--- src/rtl/seq_det_sched.sv ---
// seq_det_sched: round-robin time-shared consecutive-ones run detector over serial channels
module seq_det_sched #(
  parameter int NCH     = 4,
  parameter int RUN_LEN = 3,
  parameter int CNT_W   = 8
) (
  input  logic             clk,
  input  logic             reset,
  input  logic             en,
  input  logic [NCH-1:0]   req_valid,
  input  logic [NCH-1:0]   req_bit,
  output logic [NCH-1:0]   req_ack,
  output logic             det_valid,
  output logic [1:0]       det_ch,
  input  logic [1:0]       cnt_sel,
  output logic [CNT_W-1:0] cnt_data,
  input  logic             cnt_clr
);
  localparam int RW = $clog2(RUN_LEN);
  localparam logic [RW-1:0] RMAX = RW'(RUN_LEN - 1);
  localparam logic [CNT_W-1:0] CMAX = '1;
  logic [1:0] rr_q, rr_d, gnt, idx, det_ch_q, det_ch_d;
  logic gnt_ok, active, hit, det_valid_q, det_valid_d;
  logic [RW-1:0] r_q [NCH];
  logic [RW-1:0] r_d [NCH];
  logic [CNT_W-1:0] cnt_q [NCH];
  logic [CNT_W-1:0] cnt_d [NCH];
  logic [CNT_W-1:0] base;
  assign det_valid = det_valid_q;
  assign det_ch    = det_ch_q;
  assign cnt_data  = cnt_q[cnt_sel];
  // Round-robin pick: scanning downward and overwriting leaves the first valid channel at or after rr_q
  always_comb begin
    gnt    = rr_q;
    gnt_ok = 1'b0;
    idx    = rr_q;
    for (int k = NCH - 1; k >= 0; k--) begin
      idx = rr_q + 2'(k);
      if (req_valid[idx]) begin
        gnt_ok = 1'b1;
        gnt    = idx;
      end
    end
    active  = en & ~reset & gnt_ok;
    req_ack = active ? NCH'(1) << gnt : '0;
    hit     = active & req_bit[gnt] & (r_q[gnt] == RMAX);
  end
  // Next state: only the granted channel's run advances; clear is applied before a same-edge count
  always_comb begin
    rr_d        = active ? gnt + 2'd1 : rr_q;
    det_valid_d = hit;
    det_ch_d    = hit ? gnt : det_ch_q;
    base        = '0;
    for (int i = 0; i < NCH; i++) begin
      r_d[i]   = (active && gnt == 2'(i)) ? (req_bit[i] ? ((r_q[i] == RMAX) ? RMAX : r_q[i] + 1'b1) : '0) : r_q[i];
      base     = (cnt_clr && cnt_sel == 2'(i)) ? '0 : cnt_q[i];
      cnt_d[i] = (hit && gnt == 2'(i) && base != CMAX) ? base + 1'b1 : base;
    end
  end
  // State registers with asynchronous reset
  always_ff @(posedge clk or posedge reset) begin
    if (reset) begin
      rr_q        <= '0;
      det_valid_q <= 1'b0;
      det_ch_q    <= '0;
      for (int i = 0; i < NCH; i++) begin
        r_q[i]   <= '0;
        cnt_q[i] <= '0;
      end
    end else begin
      rr_q        <= rr_d;
      det_valid_q <= det_valid_d;
      det_ch_q    <= det_ch_d;
      for (int i = 0; i < NCH; i++) begin
        r_q[i]   <= r_d[i];
        cnt_q[i] <= cnt_d[i];
      end
    end
  end
endmodule

--- config.mk ---
export PLATFORM = sky130hd
export DESIGN_NAME = seq_det_sched
export DESIGN_NICKNAME = d
export VERILOG_FILES = /design/src/rtl/seq_det_sched.sv
export SDC_FILE = /design/constraint.sdc
export NUM_CORES = 1
export LEC_CHECK = 0
export ABC_AREA = 1
export CORE_MARGIN = 10
export CORE_UTILIZATION = 45
export CTS_CLUSTER_SIZE = 40
export DETAILED_ROUTE_END_ITERATION = 8
export GPL_ROUTABILITY_DRIVEN = 1
export HOLD_SLACK_MARGIN = 0.15
export SYNTH_ARGS = -nofsm -noshare
export SYNTH_HDL_FRONTEND = slang
export SYNTH_SLANG_ARGS = --single-unit
--- constraint.sdc ---
create_clock -name clk -period 3.66 [get_ports clk]
set_input_delay 0.366 -clock clk [delete_from_list [all_inputs] [get_ports clk]]
set_output_delay 0.366 -clock clk [all_outputs]
set_load 0.005 [all_outputs]
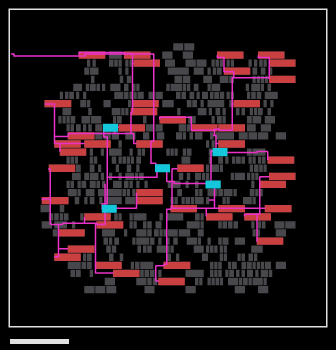
run_1/clock_wires.png
The bar under the picture is 20 µm long.
magenta -> clock wires  # length 635 µm
cyan -> clock-net drivers  # count 5
red -> flip-flops  # count 45
routed clock nets = 6
flops lie = spread over the die
Power Clock: 0.301 mW
clock share of power: 0.142
clk_skew: 6.22 ps

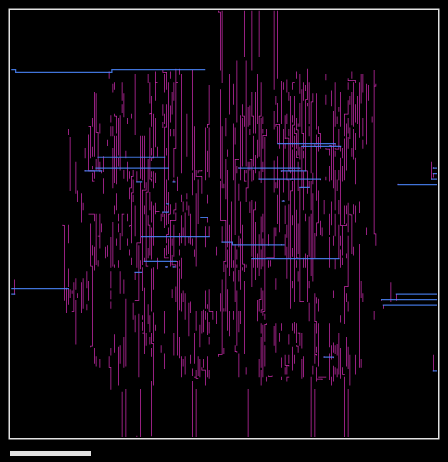
run_1/layers.png
The bar under the picture is 20 µm long. Only two layers are drawn.
magenta -> M2  # wire length 3840 µm
blue -> M3  # wire length 286 µm

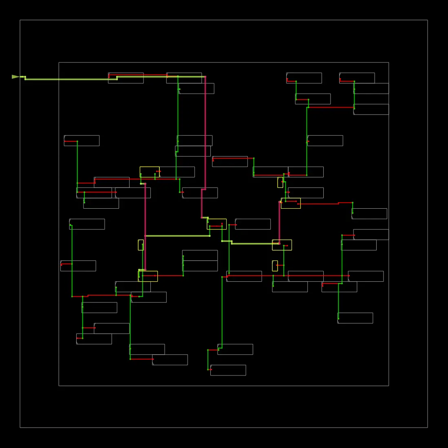
run_1/clock_nets.png
seq_cells: 45
Clock Latency Late Sink: 300 ps
cts bufs inserted: 5
# clk buffers: 8

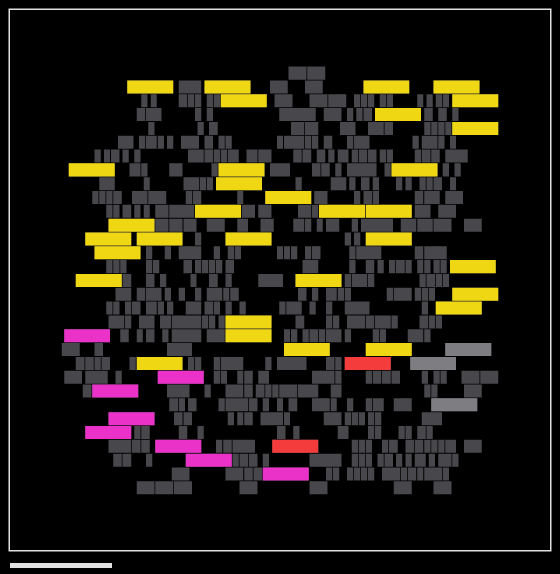
run_1/ff_map.png
The bar under the picture is 20 µm long. Other sequential cells in the stronger gray, the rest of the logic in the fainter gray.
magenta -> r_q  # placed flops 8, where south-west
yellow -> cnt_q  # placed flops 32
red -> rr_q  # placed flops 2
not colored = 3
register area: 1130 µm²
sequential power: 0.646 mW
fraction of area in registers: 0.298
post-layout util: 0.522

==> deck_impl_summary.md, run 1 <==
Implementation Results

Timing
  • Max transition margin: 0.553
  • Fin Hold WS: 476 ps
  • FMAX: approximately 0.30 GHz
  • Final setup fails: 0
  • Slew Viols, Final: 0
  • Tmin final: 3320 ps

Worst setup path
  • Crit path arrival time: 2960 ps
  • Cell family contributing the most delay on the critical path: simple AND/OR/NAND/NOR gates
  • Crit. End Element: output pin
  • Crit-path max FO: 10
  • CP max-delay cell: dfrtp_1
  • Reg-to-Reg Start: rr_q[0]$_DFFE_PP0P_
  • Worst setup startpoint: rr_q[0]$_DFFE_PP0P_
  • Critical Path RT: 3290 ps
  • R2R Path End: cnt_q[25]$_DFF_PP0_
  • CP max stage delay: 660 ps
  • Critical path class: register to output pin
  • Critical Path Start Type: register
  • R2R depth: 16
  • Worst Path Buf+Inv: 4
  • Worst path cell trace: nand2_1 > nand3_1 > nand2_1 > inv_1 > nand2_1 > nand2_2 > nand2_1 > nand2_2 > nand2_4 > inv_1 > ha_1 > inv_1 > nor2_1 > clkdlybuf4s50_1

Cells and area
  • Non-clk buf share: 0.0820
  • Nets: 514
  • Nonclk buf count: 32
  • Diodes inserted: 0
  • Comb area: 1840 µm²
  • Area growth syn-to-layout: 13.0%
  • Non-clock inverter count: 79
  • Clock buf/inv share: 0.0212
  • Number of logic gates: 325

Power
  • Sw frac: 0.501
  • Power share of the sequential group: 0.305
  • P_int: 1.06 mW
  • Lkg Pwr: 2.03 nW
  • Total power: between 2 and 2.5 mW
  • Main power group: combinational cells
  • Comb. pwr: 1.17 mW
  • Comb power frac: 0.553
  • Worst vdd ir: between 300 and 400 µV
  • Power Density: 560 nW/µm²

GRT
  • GRT Total Usage: 0.144
  • Largest net degree at the start of global routing: 46
  • GRT met3 Usage: 0.0260
  • Initial antenna violation count: 0
  • Gr ovfl total: 0
  • Busiest grt layer: met2
  • First-pass GRT wire length: roughly 13000 µm
  • Grt met2 use: 0.241
  • Number of global-route vias before repair: 2917

CTS
  • Post_cts resized: 0
  • Reg clk slew, reported paths: 80 ps
  • Setup bufs post-CTS: 0
  • Clk root buf: clkbuf_8
  • H-tree depth: 2

Flow run
  • Number of logged tool warnings: 29
  • Maxcap violations: 0

Placed design
  • DP Cell Count: 580
  • Pre-CTS setup slack: 511 ps
  • DP HPWL: 5940 µm
  • IO Port Bufs: 28

Synthesis
  • Post-Syn Instances: ~460
  • Compound Share, Synth: 0.0519
  • Syn Nets: 482
  • Simple share: 0.390
  • Synthesized area: 3350 µm²
  • #FFs+latches synth: 45
  • Chip Area, Yosys: 3350 µm²
  • Unique cell types: 28
  • Comb area leader: simple AND/OR/NAND/NOR gates
  • Yosys stat cell total: 456
  • Mean Syn Cell Area: around 7.3 µm²

Hold path
  • Worst Min Path Start: det_ch[0]$_DFFE_PP0P_
  • Hold Path Sink: det_ch[0]$_DFFE_PP0P_

Drt
  • WL final: 7880 µm
  • Metal-1 WL: 3650 µm
  • Drt first pass iters: 4
  • DRC viols: 0
  • DR WL/cell: 13.4 µm
  • ANT nets after route: 0
  • Initial detailed-routing violation count: 131
  • Met2 wire length: 3840 µm
  • Max Used Layer: met4
  • Vias per cell: 5.02

Floorplanning
  • Num rows: 31
  • Number of placed I/O pins: 29
  • Die Ht: 106 µm
  • Die width: approximately 110 µm
  • Core outline area: 7250 µm²

Status
  • Outcome: finished, final reports clean
run 1: cells in the mapped netlist (all sizes together):
master | count | area [µm²]
nand2 | 149 | 594
inv | 79 | 304
nand3 | 75 | 445
dfrtp | 45 | 1130
xor2 | 22 | 193
nor2 | 19 | 105
nor3 | 15 | 135
ha | 12 | 150
o21ai | 12 | 60.1
a22oi | 8 | 60.1
buf | 7 | 78.8
nand4 | 4 | 25.0
o211ai | 3 | 22.5
o221ai | 3 | 26.3
xnor2 | 2 | 17.5
a21oi | 1 | 5.00
run 1: sequential cells by signal, summed over array words and instances, names as in the netlist:
signal and cells:
r_q 8, rr_q 2, det_valid 1, det_ch 2
cnt_q 32
==> inputs of run 2 (changes only) <==
- CORE_UTILIZATION: 45 -> 51
- PLACE_DENSITY: not set -> 0.72
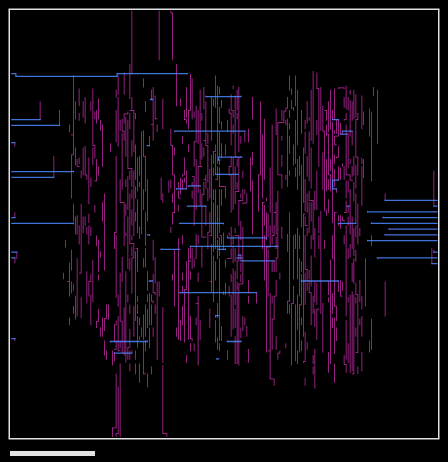
run_2/layers.png
The bar under the picture is 20 µm long. Only two layers are drawn.
blue -> M3  # wire length 378 µm
magenta -> M2  # wire length 3660 µm

==> deck_impl_summary.md, run 2 <==
Implementation Results

Status
  • Outcome: finished, final reports clean

Cells and area
  • Largest Register: cnt_q
  • Max FFs per register: 32 (unchanged)
  • Register area: 1130 µm² (unchanged)
  • Non-clk buf share: 0.0770 (-0.00501)
  • Diodes inserted: 0 (unchanged)
  • Nets: 511 (-0.58%)
  • Post-layout util: 0.589 (+0.0669)
  • Non-clock inverter count: 79 (unchanged)
  • Area growth syn-to-layout: 11.6%
  • Nonclk buf count: 29 (-9.4%)
  • Clock buf/inv share: 0.0224 (+0.00127)
  • Number of logic gates: 325 (unchanged)

GRT
  • GRT Total Usage: 0.155 (+0.0104)
  • Busiest grt layer: met2
  • Gr ovfl total: 0 (unchanged)
  • Number of global-route vias before repair: 2898 (-0.65%)
  • Largest net degree at the start of global routing: 46 (unchanged)
  • First-pass GRT wire length: 13000 µm (-3.2%)
  • Initial antenna violation count: 0 (unchanged)
  • GRT met3 Usage: 0.0412 (+0.0152)

Power
  • P_int: 1.05 mW (-0.24%)
  • Sw frac: 0.503 (+0.00219)
  • Worst vdd ir: 636 µV (+66%)
  • Power Clock: 0.306 mW (+2%)
  • Comb power frac: 0.553 (about the same)
  • Total power: 2.12 mW (+0.20%)
  • Sequential power: 0.643 mW (about the same)
  • Lkg Pwr: 2.02 nW (-0.79%)

Worst setup path
  • CP max stage delay: 630 ps (-30 ps)
  • Crit-path max FO: 10 (unchanged)
  • Cell family contributing the most delay on the critical path: simple AND/OR/NAND/NOR gates
  • Worst path cell trace: nand2_1 > nand3_1 > nand2_1 > inv_1 > nand2_1 > nand2_2 > nand2_1 > nand2_2 > nand2_4 > inv_1 > ha_1 > inv_1 > nor2_1 > clkdlybuf4s50_1
  • Crit path arrival time: 2940 ps (-20 ps)
  • Critical path class: register to output pin
  • CP max-delay cell: dfrtp_1

Drt
  • Max Used Layer: met4
  • Drt first pass iters: 5 (+1)
  • Initial detailed-routing violation count: 187 (+43%)
  • WL final: 7530 µm (-4.5%)
  • Vias per cell: 5.29 (+5.3%)
  • Metal-1 WL: 3270 µm (-10%)

Synthesis
  • Chip Area, Yosys: 3350 µm² (unchanged)
  • Main area contributors: dfrtp_1, nand2_1, nand3_1
  • #FFs+latches synth: 45 (unchanged)
  • Synthesized area: 3350 µm² (unchanged)
  • Unique cell types: 28 (unchanged)
  • Compound Share, Synth: 0.0519 (unchanged)
  • Mean Syn Cell Area: 7.34 µm² (unchanged)
  • Synth cell count leaders: nand2_1, inv_1, nand3_1
  • Syn Nets: 482 (unchanged)
  • Async set-reset flop share out of synthesis: 1.00 (unchanged)
  • Number of synthesized flops with an enable pin: 0 (unchanged)
  • Main flop type: dfrtp_1
  • Most used standard cell by instance count after synthesis: nand2_1
  • Comb area leader: simple AND/OR/NAND/NOR gates
  • Top cell area share: 0.336 (unchanged)
  • Simple share: 0.390 (unchanged)
  • Post-Syn Instances: 456 (unchanged)
  • Yosys stat cell total: 456 (unchanged)

Placed design
  • DP Cell Count: 555 (-4.3%)
  • DP HPWL: 5720 µm (-3.8%)
  • Pre-CTS setup slack: 467 ps (-43.9 ps)
  • IO Port Bufs: 28 (unchanged)

Timing
  • Final setup fails: 0 (unchanged)
  • Clk_skew: 9.47 ps (+3.25 ps)
  • Slew Viols, Final: 0 (unchanged)
  • Tmin final: 3300 ps (-19.3 ps)
  • Fin Hold WS: 484 ps (+7.36 ps)
  • Max transition margin: 0.535 (-0.0180)
  • FMAX: 0.303 GHz (+0.58%)

CTS
  • Cts bufs inserted: 5 (unchanged)
  • Reg clk slew, reported paths: 80 ps (about the same)
  • Setup bufs post-CTS: 0 (unchanged)
  • Clock Latency Late Sink: 300 ps (about the same)
  • Clk root buf: clkbuf_8
  • Post_cts resized: 0 (unchanged)

Floorplanning
  • Die Ht: 101 µm (-4.9%)
  • Core outline area: 6350 µm² (-12%)
  • Number of placed I/O pins: 29 (unchanged)
  • Num rows: 29 (-6.5%)
  • Die width: 101 µm (-4.9%)

Flow run
  • Number of logged tool warnings: 29 (unchanged)
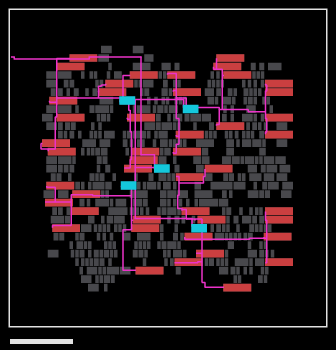
run_2/clock_wires.png
The bar under the picture is 20 µm long.
magenta -> clock wires  # length 611 µm
red -> flip-flops  # count 45
cyan -> clock-net drivers  # count 5
routed clock nets = 6

[run 2: cell count changes in the layout (fill, tap and decap cells not counted)]
cell	change
buf_4	-3
clkbuf_1	-1
clkinvlp_4	+1
[run 2: final timing paths]
check / start / end / slack [ps] / cells after the start
max: rr_q[0]$_DFFE_PP0P_ / req_ack[0] / 360 / 14
max in group asynchronous: reset / cnt_q[30]$_DFF_PP0_ / 2660 / 3
min: det_ch[0]$_DFFE_PP0P_ / det_ch[0]$_DFFE_PP0P_ / 480 / 2
max reg2reg: rr_q[0]$_DFFE_PP0P_ / cnt_q[25]$_DFF_PP0_ / 960 / 16
min in group asynchronous: reset / det_valid$_DFF_PP0_ / 600 / 3
min reg2reg: det_ch[0]$_DFFE_PP0P_ / det_ch[0]$_DFFE_PP0P_ / 480 / 2
run_2/clock_nets.png
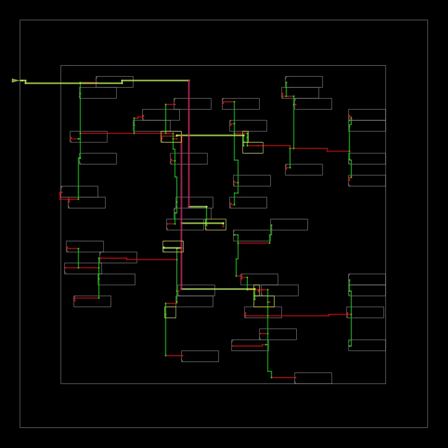

==> inputs of run 3 (changes only) <==
- REMOVE_ABC_BUFFERS: not set -> 1
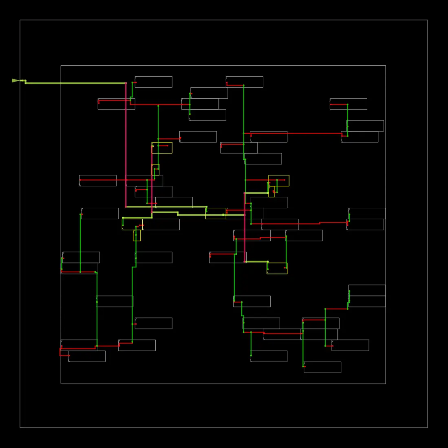
run_3/clock_nets.png
# clk buffers: 6
Sinks on Clock Net: 45
Power Clock: 0.305 mW

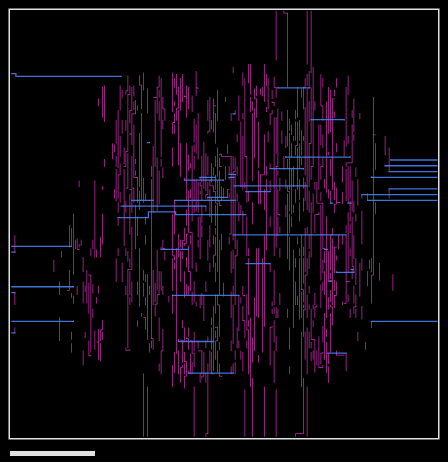
run_3/layers.png
The bar under the picture is 20 µm long. Only two layers are drawn.
blue -> M3  # wire length 419 µm
magenta -> M2  # wire length 3600 µm
DR WL/cell: 13.6 µm
GRT Total Usage: 0.154

==> deck_impl_summary.md, run 3 <==
Implementation Results

Status
  • Outcome: finished, final reports clean

Worst setup path
  • Worst Path Buf+Inv: 4
  • Cell family contributing the most delay on the critical path: simple AND/OR/NAND/NOR gates
  • R2R Path End: cnt_q[25]$_DFF_PP0_
  • CP max-delay cell: dfrtp_1
  • R2R depth: 16 (unchanged)
  • Crit-path max FO: 10 (unchanged)
  • Reg-to-Reg Start: rr_q[0]$_DFFE_PP0P_
  • Crit path arrival time: 2940 ps (about the same)
  • CP max stage delay: 630 ps (about the same)
  • Worst path cell trace: nand2_1 > nand3_1 > nand2_1 > inv_1 > nand2_1 > nand2_2 > nand2_1 > nand2_2 > nand2_4 > inv_1 > ha_1 > inv_1 > nor2_1 > clkdlybuf4s50_1
  • Critical path class: register to output pin
  • Stages on the worst setup path: 14 (unchanged)
  • Worst Setup EP: req_ack[2]

Power
  • Worst vdd ir: 502 µV (-21%)
  • P_int: 1.06 mW (+0.15%)
  • Comb power frac: 0.550 (-0.003)
  • Sequential power: 0.643 mW (about the same)
  • Total power: 2.11 mW (-0.67%)
  • Lkg Pwr: 2.05 nW (+1.6%)
  • Sw frac: 0.499 (-0.00412)

Cells and area
  • Largest Register: cnt_q
  • Nets: 516 (+0.98%)
  • Area growth syn-to-layout: 12.7%
  • Register area: 1130 µm² (unchanged)
  • Comb area: around 1800 µm²
  • Post-layout util: 0.594 (+0.00572)
  • Diodes inserted: 0 (unchanged)
  • Max FFs per register: 32 (unchanged)

Synthesis
  • Yosys stat cell total: 456 (unchanged)
  • Chip Area, Yosys: 3350 µm² (unchanged)
  • Synthesized area: 3350 µm² (unchanged)
  • Mean Syn Cell Area: 7.34 µm² (unchanged)
  • Most used standard cell by instance count after synthesis: nand2_1
  • Async set-reset flop share out of synthesis: 1.00 (unchanged)
  • Main area contributors: dfrtp_1, nand2_1, nand3_1
  • Unique cell types: 28 (unchanged)
  • Synth cell count leaders: nand2_1, inv_1, nand3_1
  • Top cell area share: 0.336 (unchanged)
  • Main flop type: dfrtp_1
  • Number of synthesized flops with an enable pin: 0 (unchanged)
  • #FFs+latches synth: 45 (unchanged)
  • Post-Syn Instances: 456 (unchanged)

Timing
  • FMAX: 0.302 GHz (-0.18%)
  • Slew Viols, Final: 0 (unchanged)
  • Tmin final: 3310 ps (+6.04 ps)
  • Clk_skew: 11.0 ps (+1.50 ps)
  • Final setup fails: 0 (unchanged)
  • Max transition margin: 0.551 (+0.0159)
  • Fin Hold WS: 498 ps (+14.0 ps)
  • Worst-Margin Slew: 672 ps

GRT
  • First-pass GRT wire length: 13000 µm (+0.22%)
  • Largest net degree at the start of global routing: 46 (unchanged)
  • Gr ovfl total: 0 (unchanged)
  • Initial antenna violation count: 0 (unchanged)

Floorplanning
  • Number of placed I/O pins: 29 (unchanged)
  • Num rows: 29 (unchanged)
  • Core outline area: 6350 µm² (unchanged)
  • Die width: 101 µm (unchanged)
  • Die Ht: 101 µm (unchanged)

CTS
  • Clock Latency Late Sink: 300 ps (about the same)
  • Setup bufs post-CTS: 0 (unchanged)
  • Reg clk slew, reported paths: 90 ps (about the same)
  • Clk root buf: clkbuf_8
  • Post_cts resized: 0 (unchanged)

Placed design
  • DP HPWL: 5810 µm (+1.7%)
  • Pre-CTS setup slack: 486 ps (+19.0 ps)
  • DP Cell Count: 560 (+0.90%)
  • IO Port Bufs: 28 (unchanged)

Hold path
  • Hold Path Sink: det_ch[0]$_DFFE_PP0P_
  • WHS Path Cells: 2 (unchanged)
  • Worst Min Path Start: det_ch[0]$_DFFE_PP0P_

Drt
  • ANT nets after route: 0
  • Metal-1 WL: 3540 µm (+8.0%)
  • Drt first pass iters: 5 (unchanged)
  • Vias per cell: 5.27 (-0.25%)
  • Initial detailed-routing violation count: 195 (+4.3%)
  • WL final: 7700 µm (+2.2%)

Flow run
  • Number of logged tool warnings: 28 (-3.4%)
[run 3: logic make-up after synthesis]
group / share of synthesized area
XOR/XNOR: 0.0628
AND/OR/NAND/NOR: 0.390
buffers and inverters: 0.114
adder cells (fa/ha/maj): 0.0448
flip-flops: 0.336
AND-OR/OR-AND: 0.0519
[run 3: area by class of cell]
type                       instances  share of cell area
clock inverter                     2             0.00265
multi-input combinational        325               0.487
tap                               77              0.0255
inverter                          79              0.0806
clock buffer                       6              0.0192
sequential                        45               0.298
timing repair buffer              34              0.0862
[run 3: routing by layer]
layer / track usage / vias to the layer above
met5: 0 / -
met4: 0.0536 / 0
met3: 0.0329 / 16
met2: 0.246 / 69
met1: 0.202 / 1396
li1: - / 1515
Power figures rest on the tool's default switching activity, not on a simulated workload.
